==> config.mk <==
export PLATFORM = sky130hd
export DESIGN_NAME = cdc_in_serializer
export DESIGN_NICKNAME = d
export VERILOG_FILES = /design/src/rtl/cdc_in_serializer.sv
export SDC_FILE = /design/constraint.sdc
export NUM_CORES = 1
export LEC_CHECK = 0
export CORE_MARGIN = 2
export CORE_UTILIZATION = 45
export DETAILED_ROUTE_END_ITERATION = 8
export PLACE_DENSITY = 0.7
export RECOVER_POWER = 25
export SYNTH_ARGS = -nofsm -noshare
export SYNTH_HDL_FRONTEND = slang
export SYNTH_SLANG_ARGS = --single-unit
==> constraint.sdc <==
create_clock -name clk_i -period 7.8 [get_ports clk_i]
set_input_delay 1.56 -clock clk_i [delete_from_list [all_inputs] [get_ports clk_i]]
set_output_delay 1.56 -clock clk_i [all_outputs]
set_load 0.03 [all_outputs]
==> src/rtl/cdc_in_serializer.sv <==
// -----------------------------------------------------------------------------
// cdc_in_serializer
//
// Purpose:
//   Accepts 32-bit words from the CPU core into a small word FIFO. A serializer
//   then sends each word into the USB CDC IN byte stream, least significant byte
//   first, and only bytes 0..size of each word. The CPU therefore never waits on
//   the per-byte USB handshake.
//
// Optional build macro: PAKO32_TX_HEX_EN
//   When this macro is defined, every payload byte goes out as two uppercase
//   ASCII hex characters, high nibble first. Each character has its own
//   handshake. When it is not defined, raw bytes go out and no hex logic is
//   built.
//
// Ports:
//   clk_i       in   1        application clock, rising edge
//   rst_i       in   1        synchronous active-high reset
//   wr_data_i   in   32       word to transmit, byte 0 = bits [7:0]
//   wr_size_i   in   2        number of bytes to send minus one
//   wr_valid_i  in   1        write request
//   wr_ready_o  out  1        FIFO can accept a word
//   in_data_o   out  8        byte/character to the usb_cdc IN endpoint
//   in_valid_o  out  1        in_data_o valid
//   in_ready_i  in   1        usb_cdc accepts the byte
//   level_o     out  LEVEL_W  FIFO occupancy in words (serializer word excluded)
//   empty_o     out  1        FIFO empty and serializer idle
// -----------------------------------------------------------------------------
module cdc_in_serializer #(
  parameter int DEPTH   = 8,
  parameter int LEVEL_W = $clog2(DEPTH) + 1
) (
  input  logic               clk_i,
  input  logic               rst_i,
  input  logic [31:0]        wr_data_i,
  input  logic [1:0]         wr_size_i,
  input  logic               wr_valid_i,
  output logic               wr_ready_o,
  output logic [7:0]         in_data_o,
  output logic               in_valid_o,
  input  logic               in_ready_i,
  output logic [LEVEL_W-1:0] level_o,
  output logic               empty_o
);

  localparam int AW = $clog2(DEPTH);

`ifdef PAKO32_TX_HEX_EN
  typedef enum logic [1:0] {ST_IDLE = 2'd0, ST_SEND_HI = 2'd1, ST_SEND_LO = 2'd2} state_t;

  // Maps a nibble to its uppercase ASCII hex character.
  function automatic logic [7:0] hex_char(input logic [3:0] nib);
    logic [7:0] ch;
    if (nib < 4'd10) begin
      ch = 8'h30 + {4'h0, nib};
    end else begin
      ch = 8'h37 + {4'h0, nib};
    end
    return ch;
  endfunction
`else
  typedef enum logic [1:0] {ST_IDLE = 2'd0, ST_SEND = 2'd1} state_t;
`endif

  logic [33:0]        mem_r [DEPTH];
  logic [AW-1:0]      wr_ptr_r;
  logic [AW-1:0]      rd_ptr_r;
  logic [LEVEL_W-1:0] level_r;
  logic [LEVEL_W-1:0] level_next_s;
  logic               wr_ready_r;
  logic               push_s;
  logic               pop_s;
  logic               fifo_nempty_s;
  logic [33:0]        head_s;

  state_t             state_r;
  logic [23:0]        shift_r;      // payload bytes that remain after the current one
  logic [1:0]         cnt_r;        // number of bytes that remain after the current one
  logic [7:0]         in_data_r;
  logic               in_valid_r;
`ifdef PAKO32_TX_HEX_EN
  logic [7:0]         cur_byte_r;   // byte whose two characters are being sent
`endif

  assign head_s        = mem_r[rd_ptr_r];
  assign fifo_nempty_s = (level_r != {LEVEL_W{1'b0}});
  assign push_s        = wr_valid_i && wr_ready_r;
  assign level_next_s  = level_r + LEVEL_W'(push_s) - LEVEL_W'(pop_s);

  // Decides whether the serializer takes the FIFO head on this edge.
  always_comb begin
    pop_s = 1'b0;
    case (state_r)
      ST_IDLE: begin
        pop_s = fifo_nempty_s;
      end
`ifdef PAKO32_TX_HEX_EN
      ST_SEND_LO: begin
        pop_s = in_ready_i && (cnt_r == 2'd0) && fifo_nempty_s;
      end
`else
      ST_SEND: begin
        pop_s = in_ready_i && (cnt_r == 2'd0) && fifo_nempty_s;
      end
`endif
      default: begin
        pop_s = 1'b0;
      end
    endcase
  end

  // Word storage. It has no reset because the pointers define which entries are valid.
  always_ff @(posedge clk_i) begin
    if (push_s) begin
      mem_r[wr_ptr_r] <= {wr_size_i, wr_data_i};
    end
  end

  // FIFO pointers, occupancy and registered ready. The ready flag depends only
  // on the new level, so a full FIFO cannot accept a word even when a pop
  // happens in the same cycle.
  always_ff @(posedge clk_i) begin
    if (rst_i) begin
      wr_ptr_r   <= {AW{1'b0}};
      rd_ptr_r   <= {AW{1'b0}};
      level_r    <= {LEVEL_W{1'b0}};
      wr_ready_r <= 1'b1;
    end else begin
      if (push_s) begin
        wr_ptr_r <= wr_ptr_r + AW'(1);
      end
      if (pop_s) begin
        rd_ptr_r <= rd_ptr_r + AW'(1);
      end
      level_r    <= level_next_s;
      wr_ready_r <= (level_next_s != LEVEL_W'(DEPTH));
    end
  end

  // Serializer FSM with registered IN-side outputs.
  always_ff @(posedge clk_i) begin
    if (rst_i) begin
      state_r    <= ST_IDLE;
      shift_r    <= 24'h000000;
      cnt_r      <= 2'd0;
      in_data_r  <= 8'h00;
      in_valid_r <= 1'b0;
`ifdef PAKO32_TX_HEX_EN
      cur_byte_r <= 8'h00;
`endif
    end else begin
      case (state_r)
        ST_IDLE: begin
          if (pop_s) begin
            shift_r    <= head_s[31:8];
            cnt_r      <= head_s[33:32];
            in_valid_r <= 1'b1;
`ifdef PAKO32_TX_HEX_EN
            cur_byte_r <= head_s[7:0];
            in_data_r  <= hex_char(head_s[7:4]);
            state_r    <= ST_SEND_HI;
`else
            in_data_r  <= head_s[7:0];
            state_r    <= ST_SEND;
`endif
          end
        end
`ifdef PAKO32_TX_HEX_EN
        ST_SEND_HI: begin
          if (in_ready_i) begin
            in_data_r <= hex_char(cur_byte_r[3:0]);
            state_r   <= ST_SEND_LO;
          end
        end
        ST_SEND_LO: begin
          if (in_ready_i) begin
            if (cnt_r != 2'd0) begin
              cur_byte_r <= shift_r[7:0];
              in_data_r  <= hex_char(shift_r[7:4]);
              shift_r    <= {8'h00, shift_r[23:8]};
              cnt_r      <= cnt_r - 2'd1;
              state_r    <= ST_SEND_HI;
            end else if (pop_s) begin
              // Back-to-back words: the next word's first character follows without a gap.
              cur_byte_r <= head_s[7:0];
              in_data_r  <= hex_char(head_s[7:4]);
              shift_r    <= head_s[31:8];
              cnt_r      <= head_s[33:32];
              state_r    <= ST_SEND_HI;
            end else begin
              in_valid_r <= 1'b0;
              state_r    <= ST_IDLE;
            end
          end
        end
`else
        ST_SEND: begin
          if (in_ready_i) begin
            if (cnt_r != 2'd0) begin
              in_data_r <= shift_r[7:0];
              shift_r   <= {8'h00, shift_r[23:8]};
              cnt_r     <= cnt_r - 2'd1;
            end else if (pop_s) begin
              // Back-to-back words: the next word's byte 0 follows without a gap.
              in_data_r <= head_s[7:0];
              shift_r   <= head_s[31:8];
              cnt_r     <= head_s[33:32];
            end else begin
              in_valid_r <= 1'b0;
              state_r    <= ST_IDLE;
            end
          end
        end
`endif
        default: begin
          state_r    <= ST_IDLE;
          in_valid_r <= 1'b0;
        end
      endcase
    end
  end

  assign wr_ready_o = wr_ready_r;
  assign in_data_o  = in_data_r;
  assign in_valid_o = in_valid_r;
  assign level_o    = level_r;
  // This output is derived only from registers, so it has no combinational input path.
  assign empty_o    = (level_r == {LEVEL_W{1'b0}}) && (state_r == ST_IDLE);

endmodule

Figure 1. Floorplan with the power grid (run 1).
Scale bar: 50 um. Pins as bars on the die edge. Tap cells in grey.
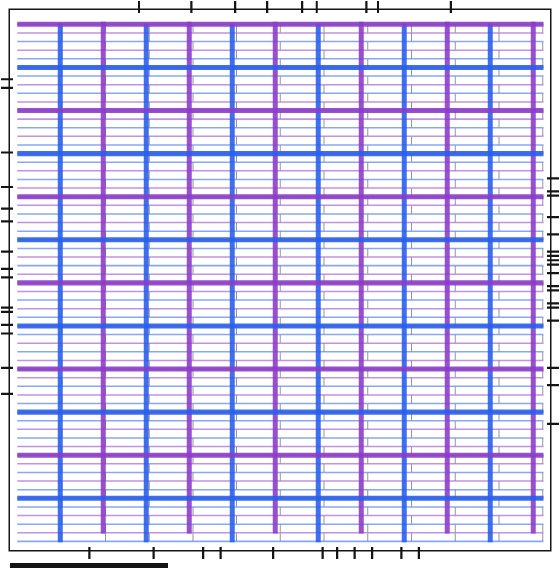
colour	net
blue	VSS
purple	VDD
rows	60
signal pins	53
met4 straps	12
met5 straps	12
met1 rails	61
area of the core region: 27,100 sq um
horizontal die dimension: 170 um
die height: 170 um
worst IR drop on VDD: 187 uV

Figure 2. Placement by cell class (run 1).
Scale bar: 50 um.
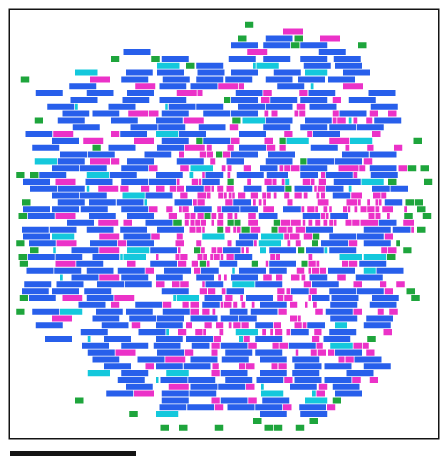
colour	class	cells	share of their area
magenta	all other logic	360	23%
blue	flops	321	66%
green	other buffers and delay cells	72	4.8%
cyan	clock drivers and dummy loads	56	6.5%
Seq/total area: 0.638
final core utilization: 0.529
Design Area, Final: 14,300 sq um

Figure 3. Routed clock nets over the placement (run 1).
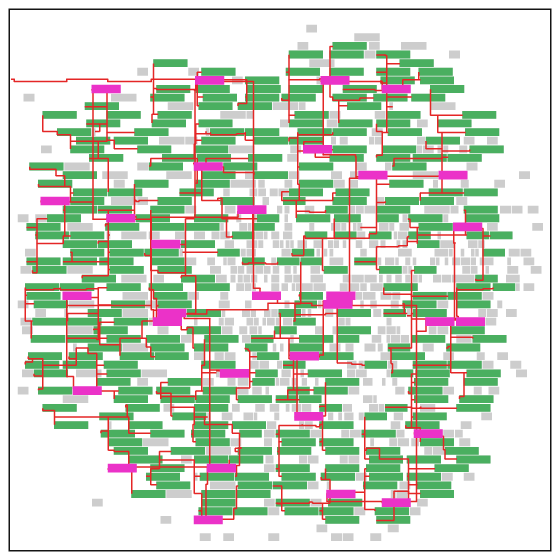
[magenta] cells driving clock nets | count: 31
[green] flip-flops | count: 321
[red] clock wires | length: 3,310 um
routed clock nets	32
flops lie	widely spread
worst clock skew: 0.0128 ns
Insertion Delay late pin: 0.55 ns
power in the clock group: 0.00133 W
part of the power in the clock network: 0.278

Figure 4. Routed metal, one colour a layer (run 1).
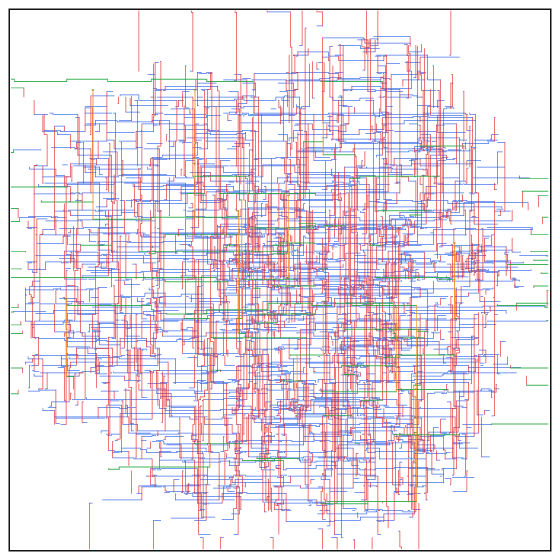
colour	layer	wire length
orange	met4	641 um
blue	met1	11,400 um
red	met2	12,000 um
green	met3	1,250 um

==> impl.org, run 1 <==
* Flow results

** Status
- Outcome :: completed

** Logic synthesis
- Count of library flops with an enable pin :: roughly 270
- Post-Synthesis Cell Area :: approximately 12,000 sq um
- Synthesis inferred about 320 register bits.
- In the synthesized netlist, the number of instances is slightly above 700.
- Ys async rst share :: 0
- Ys cells :: 722
- A synthesized cell averages 17.3 sq um.
- Of the synthesized area, sequential elements account for 0.734.
- Unique cell type count in the Yosys netlist :: 49

** Place
- During placement, the flow inserted port buffers numbering 52.
- Per the gpl log, the routability congestion estimate is 0.789.

** Timing
- Post-route fraction of the period consumed by the critical path :: 0.540
- Counting endpoints that fail hold in the final report gives 0.
- At the pin with the least slew margin, the transition time is roughly 1.0 ns.
- Final setup fails :: 0
- Adding up every negative setup slack in the final design gives 0 ns.
- Counting pins that exceed their max-slew limit in the final report gives 0.
- Per the slew report, the remaining headroom to the max-slew limit stands at 0.332.
- For the finished layout, the period the worst path requires is about 4.2 ns.

** Worst setup path
- The critical path's slowest stage uses the library cell clkdlybuf4s50_1.
- The report lists the cells along the critical path as inv_1, ha_1, or3b_1, nor2_1, clkdlybuf4s50_1.
- Per STA, the highest per-stage delay on the worst path measures ~0.72 ns.
- CP Buf/Inv Count :: 2
- The kind of cell with the highest combined delay along the critical path is simple AND/OR/NAND/NOR gates.

** Worst hold path
- Hold/Removal Path Class :: reg2reg

** Job
- Number of warning messages in the logs :: 26
- Max_cap viols :: 0

** Global routing
- Via count of the first global-routing pass :: between 6,000 and 7,000
- The first global-routing pass estimated between 30,000 and 40,000 um of wire.
- GR Layer Usage met3 :: 0.0307
- Overflow left after global routing :: 0

** Drt
- Drt pass-1 iters :: 5
- Routed len/inst :: about 21 um
- Tally of nets with antenna violations remaining after routing :: 0
- Avg Vias per Cell :: approximately 5.6

** Clocking
- Post-cts gate resize count :: 0
- Buffers from clock root to sink, at most :: 3
- Number of buffers added for setup after CTS :: 0

** Final layout
- Syn-to-layout area delta :: 15.0%

** Floorplan
- After floorplanning, the die was sized to cover between 20,000 and 30,000 sq um.
- Num rows :: 60

** Pwr
- Overall Power :: ~0.0048 W
run 1: power by group:
group / switching, W / internal, W
Sequential: 0.000133 / 0.00207
Combinational: 0.000718 / 0.000530
Clock: 0.000582 / 0.000747
run 1: per-stage QoR:
| stage | cell area, sq um | hold WS, ns | std cells | worst slack (ns) |
|---|---|---|---|---|
| finish | 14300 | 0.487 | 1182 | 3.59 |
| global route | 14300 | 0.513 | 1181 | 3.51 |
| CTS | 14300 | 0.487 | 1181 | 3.59 |
| detailed placement | 13400 | 0.477 | 1125 | 3.36 |
| global placement | 13400 | 0.467 | 1125 | 3.42 |
| floorplan | 12500 | 0.450 | 722 | 3.01 |
run 1: routing by layer:
metal  vias up  wire (um)
met3        52       1250
met2       175      12000
met5         -          0
met4         0        641
li1       3023          -
met1      3353      11400
run 1: cell usage after synthesis (13+ instances only):
cell type	instances	area, sq um
edfxtp_1	272	8170
mux2i_1	80	801
dfxtp_1	49	981
mux4_2	33	743
a22oi_1	32	240
nor2_1	29	109
nand2_1	26	97.6
o21ai_0	24	120
clkbuf_1	18	67.6
inv_1	13	48.8
run 1: final timing paths:
| kind | end | startpoint | cells past startpoint |
|---|---|---|---|
| min | in_data_o[5] | shift_r[5] | 2 |
| min reg2reg | in_data_o[5] | shift_r[5] | 2 |
| max | empty_o | level_o[2] | 5 |
| max reg2reg | wr_ready_o | cnt_r[1] | 10 |
run 1: kinds of logic after synthesis:
| group | share of synthesized area |
|---|---|
| DFF | 0.734 |
| AOI/OAI and AO/OA | 0.0727 |
| muxes | 0.125 |
| and+or+nand+nor | 0.0353 |
| buffers and inverters | 0.0223 |
| adders and majority gates | 0.00763 |
| xor gates and xnor gates | 0.00351 |
run 1: cell type report:
| cell class | instances | area [sq um] |
|---|---|---|
| Fill cell | 2154 | 12800 |
| Sequential cell | 321 | 9160 |
| Multi-Input combinational cell | 346 | 3100 |
| Clock buffer | 45 | 848 |
| Timing Repair Buffer | 72 | 666 |
| Tap cell | 372 | 465 |
| Inverter | 14 | 52.6 |
| Clock inverter | 11 | 50.0 |
| Antenna cell | 1 | 2.50 |
run 1: worst register-to-register path, delay by kind of cell (launching register included):
kind / cells / cell delay [ns]
simple gates: 5 / 1.30
compound gates: 1 / 0.71
fa+ha+maj: 2 / 0.57
flops: 1 / 0.35
xor+xnor: 1 / 0.21
buf+inv: 1 / 0.06
run 1: sequential cells by signal (all words and copies together), names as in the netlist, named ones only:
name and cells:
wr_ptr_r 3, level_o 4, wr_ready_o 1, in_valid_o 1, rd_ptr_r 3, mem_r 272, cnt_r 2, in_data_o 8
shift_r 24
## Run 2: what changed since run 1
Clock period 7.8 ns to 4.1 ns, I/O delays scaled along.
Figure 5. Routed clock nets over the placement (run 2).
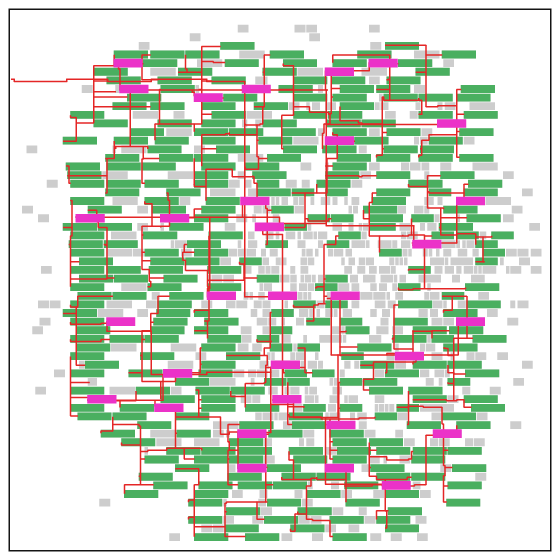
[magenta] cells driving clock nets | count: 31
[green] flip-flops | count: 321
[red] clock wires | length: 3,330 um
routed clock nets	32
flops lie	widely spread
power in the clock group: 0.00257 W
part of the power in the clock network: 0.280
Insertion Delay late pin: 0.54 ns
worst clock skew: 0.0106 ns

Figure 6. Placement by cell class (run 2).
Scale bar: 50 um.
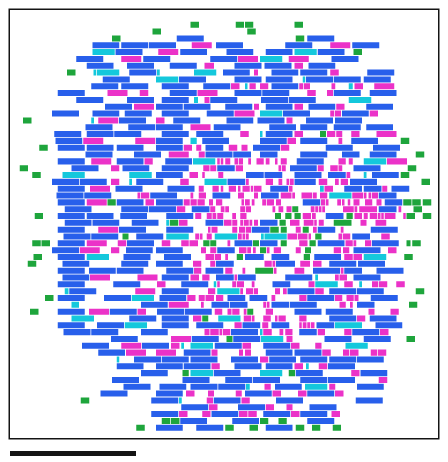
colour	class	cells	share of their area
blue	flops	321	66%
magenta	all other logic	360	23%
green	other buffers and delay cells	79	5.3%
cyan	clock drivers and dummy loads	57	6.6%

==> impl.org, run 2 <==
* Flow results

** Status
- Outcome :: completed

** Worst setup path
- Per the STA report, the cell with the highest stage delay on the worst path is clkdlybuf4s50_1.
- Along the critical path, the tally of buffer and inverter instances is 2.
- Grouping stages by cell kind, the critical path spends the most delay in simple AND/OR/NAND/NOR gates.

** Logic synthesis
- After synthesis, the mean cell area works out to ~17 sq um.
- Area fraction in compound gates after synthesis :: 0.0727
- Cell taking the most area after synthesis :: edfxtp_1
- Ys async rst share :: 0
- Unique cell type count in the Yosys netlist :: approximately 49
- The synthesized netlist was found by Yosys to have between 700 and 800 cells.
- Per the synthesis report, the XOR/XNOR share of the synthesized area is 0.00351.
- Adder-cell share of the synthesized area :: 0.00763
- Counting every instance in the synthesized netlist gives ~720.
- Summing every instance area after synthesis gives 12,500 sq um.

** Global routing
- The first global-routing pass estimated slightly below 40,000 um of wire.

** Job
- Number of warning messages in the logs :: 26

** Clocking
- Buffers from clock root to sink, at most :: 3
- Number of buffers added for setup after CTS :: 0

** Final layout
- Fillers :: about 2,200
- Syn-to-layout area delta :: 15.8%

** Place
- After its last routability iteration, the placer logged a weighted congestion of a little under 0.8.
- Summing all placed instances gives a cell area of between 10,000 and 15,000 sq um.
- Per the placement log, port buffering inserted 52 buffers.

** Timing
- Pins over their slew limit in the final report were tallied at 0.
- Post-layout minimum cycle time :: ~3.5 ns

** Pwr
- Internal power :: 0.00641 W

** Floorplan
- Num rows :: 60
run 2: logic make-up after synthesis:
family,after synthesis
multiplexers,114
AND/OR/NAND/NOR,94
AND-OR/OR-AND,126
buffers and inverters,55
flip-flops,321
adder cells (fa/ha/maj),7
XOR/XNOR,5
run 2: routing by layer:
metal	global-route usage	vias up	share of wire
met5	0	-	0.00050
met4	0.0427	2	0.014
met3	0.0291	31	0.063
met2	0.299	192	0.48
met1	0.253	3402	0.44
li1	-	3033	-
run 2: stage by stage:
step,utilization,worst slack [ns],std cells,hold WS (ns)
finish,0.533,0.601,1190,0.477
global route,0.532,0.533,1189,0.492
floorplan,-,0.0490,722,0.450
detailed placement,0.499,0.655,1132,0.466
CTS,0.532,0.624,1189,0.468
global placement,0.499,0.715,1132,0.464
run 2: path summary, 6_finish.rpt:
check                    from         end  slack [ns]  depth (start not counted)
setup reg to reg   level_o[2]  wr_ready_o        1.13                         12
hold / removal    rd_ptr_r[1]   flip-flop        0.48                          2
setup / recovery   level_o[2]     empty_o        0.60                          5
hold reg to reg   rd_ptr_r[1]   flip-flop        0.48                          2
run 2: layout make-up:
cell class | instances | area [sq um] | area share
clock inverters | 17 | 105 | 0.00728
repair buffers | 79 | 743 | 0.0515
well taps | 372 | 465 | 0.0323
diodes | 1 | 2.50 | 0.000173
inverters | 14 | 52.6 | 0.00364
multi-input cells | 346 | 3100 | 0.215
clock buffers | 40 | 810 | 0.0561
flip-flops and latches | 321 | 9160 | 0.634
run 2: worst reg2reg max path: stages (launching register included):
cell      delay [ns]
dfxtp_1         0.31
inv_1           0.08
ha_1            0.17
or3b_1          0.53
nand3_1         0.36
nand3_1         0.12
nand2_1         0.09
ha_1            0.16
inv_1           0.06
fa_1            0.40
xor2_1          0.21
nand3b_1        0.09
or3_1           0.30
run 2: power by group through the flow:
stage	logic (W)	clock network [W]	registers, W
final	0.00232	0.00257	0.00427
after global routing	0.00251	0.00276	0.00432
after CTS	0.00233	0.00262	0.00428
after detailed placement	0.00232	0	0.00434
after global placement	0.00228	0	0.00433
after floorplan	0.00165	0	0.00425
Power and IR drop assume default switching activity.
